===== config.mk =====
export PLATFORM = sky130hd
export DESIGN_NAME = branch_resolve
export DESIGN_NICKNAME = d
export VERILOG_FILES = /design/src/rtl/branch_resolve.sv
export SDC_FILE = /design/constraint.sdc
export NUM_CORES = 1
export LEC_CHECK = 0
export CAP_MARGIN = 20
export CORE_MARGIN = 3
export CORE_UTILIZATION = 54
export DETAILED_ROUTE_END_ITERATION = 8
export HOLD_SLACK_MARGIN = 0.02
export PLACE_DENSITY = 0.8
export SLEW_MARGIN = 20
export SYNTH_ARGS = -nofsm -noshare
export SYNTH_HDL_FRONTEND = slang
export SYNTH_SLANG_ARGS = --single-unit

===== constraint.sdc =====
create_clock -name clk -period 7.7 [get_ports clk]
set_input_delay 0.77 -clock clk [delete_from_list [all_inputs] [get_ports clk]]
set_output_delay 0.77 -clock clk [all_outputs]
set_load 0.01 [all_outputs]

===== src/rtl/branch_resolve.sv =====
// EX-side branch resolution: tracks fetched PCs with their BTB prediction in an in-order FIFO,
// checks each against the resolved outcome, and drives BTB write-back, fetch redirect and flush.
module branch_resolve #(
  parameter int unsigned DEPTH       = 4,
  parameter int unsigned RECOVER_CYC = 1,
  parameter int unsigned CNT_W       = 16
) (
  input  logic             clk,
  input  logic             rst,
  input  logic             if_push,
  input  logic [31:0]      if_pc,
  input  logic             if_pred_hit,
  input  logic [31:0]      if_pred_target,
  input  logic             ex_valid,
  input  logic [31:0]      ex_pc,
  input  logic             ex_is_ctrl,
  input  logic             ex_taken,
  input  logic [31:0]      ex_target,
  output logic             fifo_full,
  output logic             update_en,
  output logic [31:0]      pc_ex,
  output logic [31:0]      target_ex,
  output logic             redirect_valid,
  output logic [31:0]      redirect_pc,
  output logic             err_sync,
  output logic [CNT_W-1:0] ctrl_cnt,
  output logic [CNT_W-1:0] mispred_cnt
);

  localparam int unsigned AW = $clog2(DEPTH);
  localparam int unsigned CW = AW + 1;
  localparam int unsigned RW = (RECOVER_CYC < 2) ? 1 : $clog2(RECOVER_CYC + 1);

  typedef enum logic {RUN, RECOVER} state_t;

  state_t           state, state_d;
  logic [RW-1:0]    rec_cnt, rec_cnt_d;
  logic [AW-1:0]    wr_ptr, wr_ptr_d, rd_ptr, rd_ptr_d;
  logic [CW-1:0]    count, count_d;
  logic [31:0]      mem_pc  [DEPTH];
  logic             mem_hit [DEPTH];
  logic [31:0]      mem_tgt [DEPTH];

  logic             push_ok, pop_ok;
  logic             update_en_d, redirect_valid_d, err_sync_d;
  logic [31:0]      pc_ex_d, target_ex_d, redirect_pc_d;
  logic [CNT_W-1:0] ctrl_cnt_d, mispred_cnt_d;

  logic             head_hit;
  logic [31:0]      head_pc, head_tgt, next_pc;
  logic             is_full, is_empty;

  assign head_pc  = mem_pc[rd_ptr];
  assign head_hit = mem_hit[rd_ptr];
  assign head_tgt = mem_tgt[rd_ptr];
  assign next_pc  = ex_pc + 32'd4;
  assign is_full  = (count == CW'(DEPTH));
  assign is_empty = (count == '0);

  assign fifo_full = is_full && !rst;

  // Next-state, FIFO bookkeeping, prediction check and registered strobes
  always_comb begin
    state_d          = state;
    rec_cnt_d        = rec_cnt;
    wr_ptr_d         = wr_ptr;
    rd_ptr_d         = rd_ptr;
    count_d          = count;
    push_ok          = 1'b0;
    pop_ok           = 1'b0;
    update_en_d      = 1'b0;
    redirect_valid_d = 1'b0;
    pc_ex_d          = pc_ex;
    target_ex_d      = target_ex;
    redirect_pc_d    = redirect_pc;
    err_sync_d       = err_sync;
    ctrl_cnt_d       = ctrl_cnt;
    mispred_cnt_d    = mispred_cnt;

    case (state)
      RUN: begin
        pop_ok  = ex_valid && !is_empty;
        push_ok = if_push && (!is_full || pop_ok);
        if (ex_valid && is_empty) err_sync_d = 1'b1;
        if (if_push && is_full && !pop_ok) err_sync_d = 1'b1;

        if (pop_ok) begin
          if (head_pc != ex_pc) err_sync_d = 1'b1;
          if (ex_is_ctrl && (ctrl_cnt != '1)) ctrl_cnt_d = ctrl_cnt + CNT_W'(1);

          // Taken but missing/wrong in BTB: redirect to target and write the BTB
          if (ex_is_ctrl && ex_taken && (!head_hit || (head_tgt != ex_target))) begin
            redirect_valid_d = 1'b1;
            redirect_pc_d    = ex_target;
            update_en_d      = 1'b1;
            pc_ex_d          = ex_pc;
            target_ex_d      = ex_target;
          end else if (head_hit && !(ex_is_ctrl && ex_taken)) begin
            redirect_valid_d = 1'b1;
            redirect_pc_d    = next_pc;
          end
        end

        if (redirect_valid_d) begin
          state_d   = RECOVER;
          rec_cnt_d = RW'(RECOVER_CYC);
          if (mispred_cnt != '1) mispred_cnt_d = mispred_cnt + CNT_W'(1);
          push_ok   = 1'b0;
          wr_ptr_d  = '0;
          rd_ptr_d  = '0;
          count_d   = '0;
        end else begin
          if (push_ok) wr_ptr_d = wr_ptr + AW'(1);
          if (pop_ok)  rd_ptr_d = rd_ptr + AW'(1);
          count_d = count + CW'(push_ok) - CW'(pop_ok);
        end
      end

      RECOVER: begin
        rec_cnt_d = rec_cnt - RW'(1);
        if (rec_cnt <= RW'(1)) state_d = RUN;
      end

      default: state_d = RUN;
    endcase
  end

  // State and output registers
  always_ff @(posedge clk) begin
    if (rst) begin
      state          <= RUN;
      rec_cnt        <= '0;
      wr_ptr         <= '0;
      rd_ptr         <= '0;
      count          <= '0;
      update_en      <= 1'b0;
      redirect_valid <= 1'b0;
      pc_ex          <= 32'h0;
      target_ex      <= 32'h0;
      redirect_pc    <= 32'h0;
      err_sync       <= 1'b0;
      ctrl_cnt       <= '0;
      mispred_cnt    <= '0;
    end else begin
      state          <= state_d;
      rec_cnt        <= rec_cnt_d;
      wr_ptr         <= wr_ptr_d;
      rd_ptr         <= rd_ptr_d;
      count          <= count_d;
      update_en      <= update_en_d;
      redirect_valid <= redirect_valid_d;
      pc_ex          <= pc_ex_d;
      target_ex      <= target_ex_d;
      redirect_pc    <= redirect_pc_d;
      err_sync       <= err_sync_d;
      ctrl_cnt       <= ctrl_cnt_d;
      mispred_cnt    <= mispred_cnt_d;
    end
  end

  // Tracking storage; contents are don't-care while count is zero
  always_ff @(posedge clk) begin
    if (!rst && push_ok) begin
      mem_pc[wr_ptr]  <= if_pc;
      mem_hit[wr_ptr] <= if_pred_hit;
      mem_tgt[wr_ptr] <= if_pred_target;
    end
  end

endmodule


==> run_1/layer_met1.png <==
Bar = 50 µm.
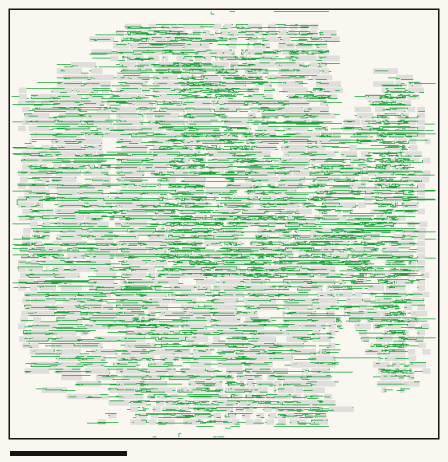
The layer holds 39% of the routed length. The longest straight run is 52.4 µm. 1470 nets have wire on it. The layer carries 17300 µm of wire. The wires run mostly horizontal.
Final Routed Wirelength: 44420 µm
vias post-DR: 11.09k
GRT met1 Usage: 0.3554

==> run_1/layer_met2.png <==
Bar = 50 µm.
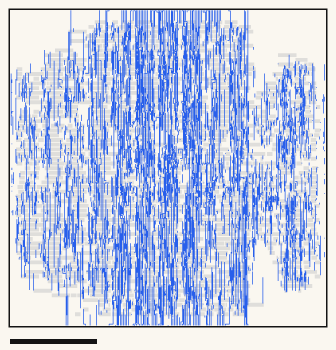
The layer carries 21.3 mm of wire. The longest straight run is 62.9 µm. The layer holds 48% of the routed length.
grt met2 use: 0.4206

==> impl_metrics.csv, run 1 <==
group,metric,value,unit
synth,synth_adder_area_share,0.007142,
synth,simple_gate_area_frac,0.08422,
global_route,gr-usage-all-layers,0.2626,
synth,most_common_cell,"edfxtp_1",
floorplan,die_w,182.5,µm
synth,ys_types,62,
cts,htree_levels,2,
global_route,antenna_found_initial,1,
synth,yosys_area,0.01682,mm²
layout,largest_class,"sequential cells",
synth,ys_top_logic_family,"multiplexers",
setup_path,cp_cell_sequence,"buf_4, mux4_2, xnor2_1, nand4_1, a2111oi_1, nand3_1, o21ai_4, o21ai_1, nor2_4, buf_4",
synth,synth_area,0.01682,mm²
final_timing,rsz0062_at_grt,"false",
final_timing,fin_tns_setup,0,ns
flow_run,warnings,29,
final_timing,max_freq,194.6,MHz
cts,clock-root-buffer,"clkbuf_16",
layout,drive_above_1_share,0.1062,
layout,final_area,0.02108,mm²
setup_path,critPathLaunchType,"flop",
layout,signal_buffers,284,
floorplan,rows,63,
pwr,p_seq_frac,0.463,
pwr,swShare,0.2580,
cts,clock_sinks,400,
place,placed_area,0.01973,mm²
synth,fp_nets,1349,
outcome,run_status,"complete, no violations",
layout,instances_no_fill,1888,
synth,ys.flop_type,"edfxtp_1",
==> run_1/layer_met3.png <==
Bar = 50 µm.
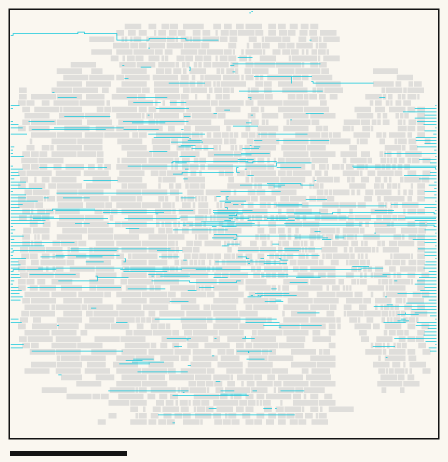
The layer holds 9.4% of the routed length. The layer carries 4160 µm of wire.
GR Layer Usage met3: 0.06139

==> run_1/layer_met4.png <==
Bar = 50 µm.
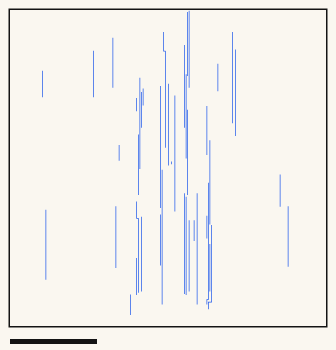
The layer holds 3.7% of the routed length. The longest straight run is 77.5 µm.

## run 1: worst paths after layout
kind | startpoint | to | slack (ns)
setup / recovery | flop | mem_pc[2][3]$_DFFE_PP_ | 2.56
hold reg to reg | err_sync$_SDFFE_PP0N_ | err_sync$_SDFFE_PP0N_ | 0.48
setup reg to reg | flop | mem_pc[2][3]$_DFFE_PP_ | 2.56
hold / removal | err_sync$_SDFFE_PP0N_ | err_sync$_SDFFE_PP0N_ | 0.48
## run 1: per-layer routing
layer / vias up / wire length, µm
met5: - / 0
met4: 0 / 1631
met3: 101 / 4162
met2: 536 / 21290
met1: 5452 / 17340
li1: 5002 / -
## run 1: critical path, delay by kind of cell (launching register included)
kind	cells	cell delay, ns
flops	1	0.88
mux	1	0.58
compound gates	3	0.87
xor+xnor	1	0.15
simple gates	3	1.24
buf+inv	2	1.03
==> run 2, diff against run 1 <==
Clock period 7.7 ns to 4.9 ns, I/O delays scaled along.
==> run_2/layer_met2.png <==
Bar = 50 µm.
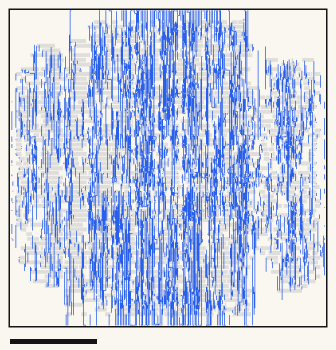
The layer carries 21.0 mm of wire. The layer holds 48% of the routed length.
Final Routed Wirelength: 43530 µm
grt met2 use: 0.4207
vias post-DR: 11.07k

==> run_2/layer_met4.png <==
Bar = 50 µm.
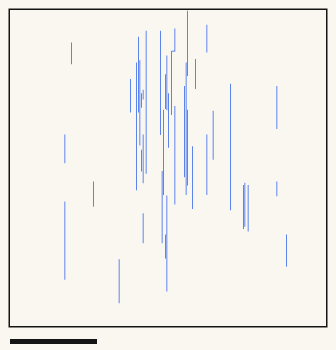
32 nets have wire on it. The longest straight run is 82.3 µm. The layer holds 3.2% of the routed length. The layer carries 1400 µm of wire.

==> run_2/layer_met3.png <==
Bar = 50 µm.
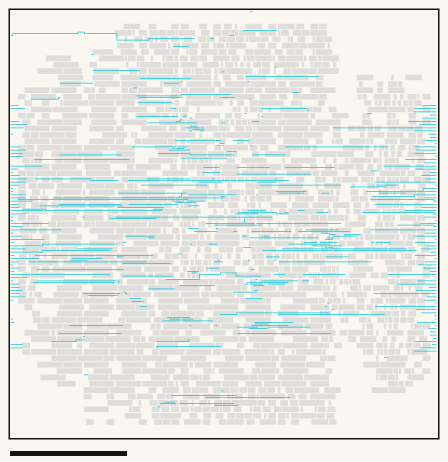
The longest straight run is 72.5 µm. 260 nets have wire on it.
GR Layer Usage met3: 0.05461

==> impl_metrics.csv, run 2 <==
group,metric,value,unit
outcome,run_status,"complete, no violations",
cts,clock_sinks,400,
floorplan,die_w,182.5,µm
detailed_routing,met3_length,4022,µm
global_route,gr-usage-all-layers,0.2570,
synth,synth_adder_area_share,0.007142,
synth,ys.flop_type,"edfxtp_1",
setup_path,crit_fanout,49,
final_timing,max_freq,239.7,MHz
setup_path,cp_cell_sequence,"mux4_2, xor2_1, nor4_1, nand4_1, or3_4, o21ai_4, o21ai_1, nor2_4, buf_4",
synth,ys_top_logic_family,"multiplexers",
setup_path,crit_path_end,"mem_tgt[2][6]$_DFFE_PP_",
setup_path,endpoint_kind,"flop",
detailed_routing,wl_met2,21010,µm
floorplan,rows,63,
cts,htree_levels,2,
setup_path,cp_top_family,"simple AND/OR/NAND/NOR gates",
synth,most_common_cell,"edfxtp_1",
synth,simple_gate_area_frac,0.08422,
global_route,grt.met1_usage,0.3475,
cts,clock-root-buffer,"clkbuf_16",
synth,synth_area,0.01682,mm²
setup_path,critPathLaunchType,"flop",
final_timing,clock_skew,0.02492,ns
layout,register_area,0.01062,mm²
setup_path,regToRegEndpoint,"mem_tgt[2][6]$_DFFE_PP_",
pwr,p_seq_frac,0.465,
layout,final_area,0.02110,mm²
final_timing,fin_crit_sh,0.8514,
pwr,swShare,0.2562,
setup_path,crit_type,"flop to flop",
worst_hold_path,min_from,"redirect_pc[14]$_SDFFE_PP0P_",
place,placed_area,0.01975,mm²
synth,fp_nets,1349,
detailed_routing,top_layer,"met4",
layout,instances_no_fill,1884,
synth,ys_types,62,
place,detailed_place_hpwl,30020,µm
flow_run,warnings,30,
final_timing,fin_tns_setup,0,ns
setup_path,crit_cells,9,
synth,yosys_area,0.01682,mm²
[run 2: power groups by stage]
| stage | clock network (mW) | registers, mW | logic (mW) |
|---|---|---|---|
| after CTS | 3.15 | 3.99 | 1.50 |
| after detailed placement | 0 | 4.06 | 1.49 |
| after global routing | 3.27 | 4.02 | 1.61 |
| after global placement | 0 | 4.05 | 1.46 |
| after floorplan | 0 | 4.05 | 0.917 |
| final | 3.09 | 3.99 | 1.50 |
[run 2: cell type report]
class	instances	area share
Inverter	39	0.006937
Clock buffer	60	0.05793
Multi-Input combinational cell	699	0.2691
Tap cell	390	0.02312
Timing Repair Buffer	282	0.1335
Clock inverter	14	0.006226
Sequential cell	400	0.5031
[run 2: tightest hold or removal path, delay by kind of cell, from the launching register on]
kind | cells | cell delay [ns]
flops | 1 | 0.31
compound gates | 2 | 0.12
==> run_2/layer_met1.png <==
Bar = 50 µm.
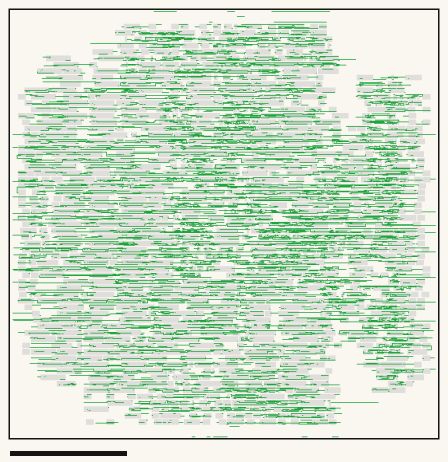

==> run 3, diff against run 2 <==
Settings changed: CTS_CLUSTER_DIAMETER from default to 40, SLEW_MARGIN 20 to 10.
==> run_3/layer_met1.png <==
Bar = 50 µm.
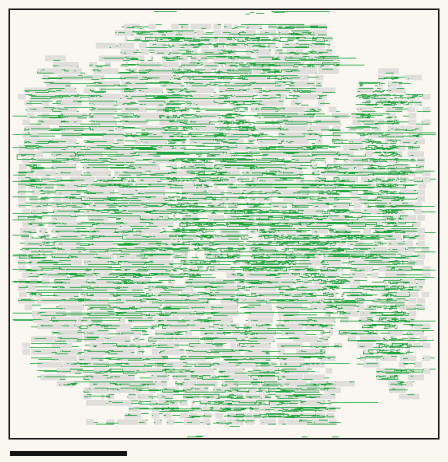
The longest straight run is 58.0 µm. 1475 nets have wire on it. The layer carries 17100 µm of wire. The wires run mostly horizontal.
Final Routed Wirelength: 43630 µm
GRT met1 Usage: 0.3455
vias post-DR: 11.16k

==> run_3/congestion.png <==
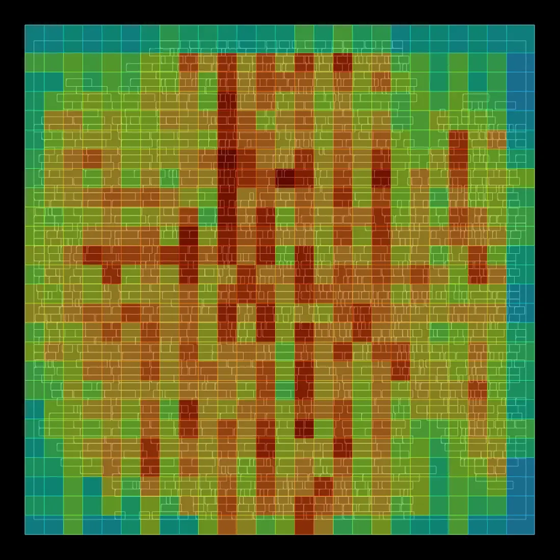
GR Layer Usage met3: 0.05721
Top Usage Layer GRT: met2
average wire per standard cell: 22.96 µm
Total Routing Usage GR: 0.2578
grt met2 use: 0.4128

==> run_3/layer_met2.png <==
Bar = 50 µm.
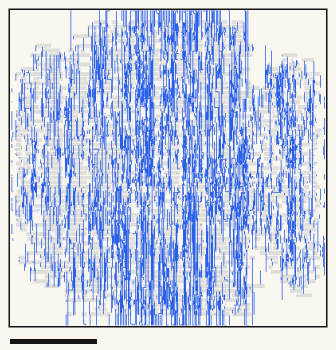
The layer carries 20.8 mm of wire. The wires run mostly vertical.

==> impl_metrics.csv, run 3 <==
group,metric,value,unit
place,detailed_place_hpwl,30020,µm
global_route,antenna_found_initial,1,
floorplan,die_w,182.5,µm
synth,ys_top_logic_family,"multiplexers",
setup_path,critPathLaunchType,"flop",
synth,synth_adder_area_share,0.007142,
floorplan,rows,63,
layout,drive_above_1_share,0.1119,
setup_path,crit_buf_inv,1,
cts,clock_sinks,400,
pwr,p_seq_frac,0.446,
synth,fp_nets,1349,
outcome,run_status,"complete, no violations",
setup_path,crit_path_end,"mem_tgt[2][1]$_DFFE_PP_",
cts,htree_levels,2,
final_timing,setup_viol,0,
setup_path,crit_cells,9,
final_timing,fin_tns_setup,0,ns
setup_path,crit_type,"flop to flop",
setup_path,cp_top_family,"simple AND/OR/NAND/NOR gates",
final_timing,fin_crit_sh,0.8541,
flow_run,warnings,30,
place,routabilityCongestion,0.9087,
setup_path,crit_fanout,49,
layout,instances_no_fill,1900,
pwr,swShare,0.2612,
final_timing,hold_slack,0.4764,ns
synth,ys.flop_type,"edfxtp_1",
final_timing,hold_viol_final,0,
cts,clock-root-buffer,"clkbuf_16",
cts,clk_pin_slew,0.06,ns
worst_hold_path,min_to,"redirect_pc[14]$_SDFFE_PP0P_",
synth,synth_area,0.01682,mm²
detailed_routing,met3_length,3989,µm
pwr,power.switching,2.342,mW
worst_hold_path,min_from,"redirect_pc[14]$_SDFFE_PP0P_",
synth,most_common_cell,"edfxtp_1",
final_timing,max_freq,239.0,MHz
layout,final_area,0.02134,mm²
final_timing,rsz0062_at_grt,"false",
final_timing,clock_skew,0.01528,ns
detailed_routing,wl_met2,20810,µm
setup_path,cp_cell_sequence,"mux4_2, xor2_1, nor4_1, nand4_1, or3_4, o21ai_4, o21ai_1, nor2_4, buf_4",
setup_path,reg2reg_slack,0.72,ns
place,placed_area,0.01975,mm²
synth,ys_types,62,
-- run 3: netlist changes by cell type in the layout (fill, tap and decap cells not counted), sizes merged --
cell      change
clkbuf        +8
inv           +4
clkinvlp      +3
clkinv        +1
-- run 3: area by class of cell --
cell class                      instances  area, µm²  share of cell area
Timing Repair Buffer                  282       2818              0.1321
Clock buffer                           68       1370             0.06421
Sequential cell                       400      10620              0.4976
Multi-Input combinational cell        699       5679              0.2662
Inverter                               39      146.4            0.006861
Clock inverter                         22      217.7             0.01020
Tap cell                              390      488.0             0.02287
-- run 3: power by group through the flow --
stage	registers [mW]	logic (mW)	clock network (mW)
CTS	4.00	1.50	3.53
finish	3.99	1.50	3.48
floorplan	4.05	0.917	0
global placement	4.05	1.46	0
detailed placement	4.06	1.49	0
global route	4.02	1.61	3.65
Power is estimated from default activity; no workload was simulated.
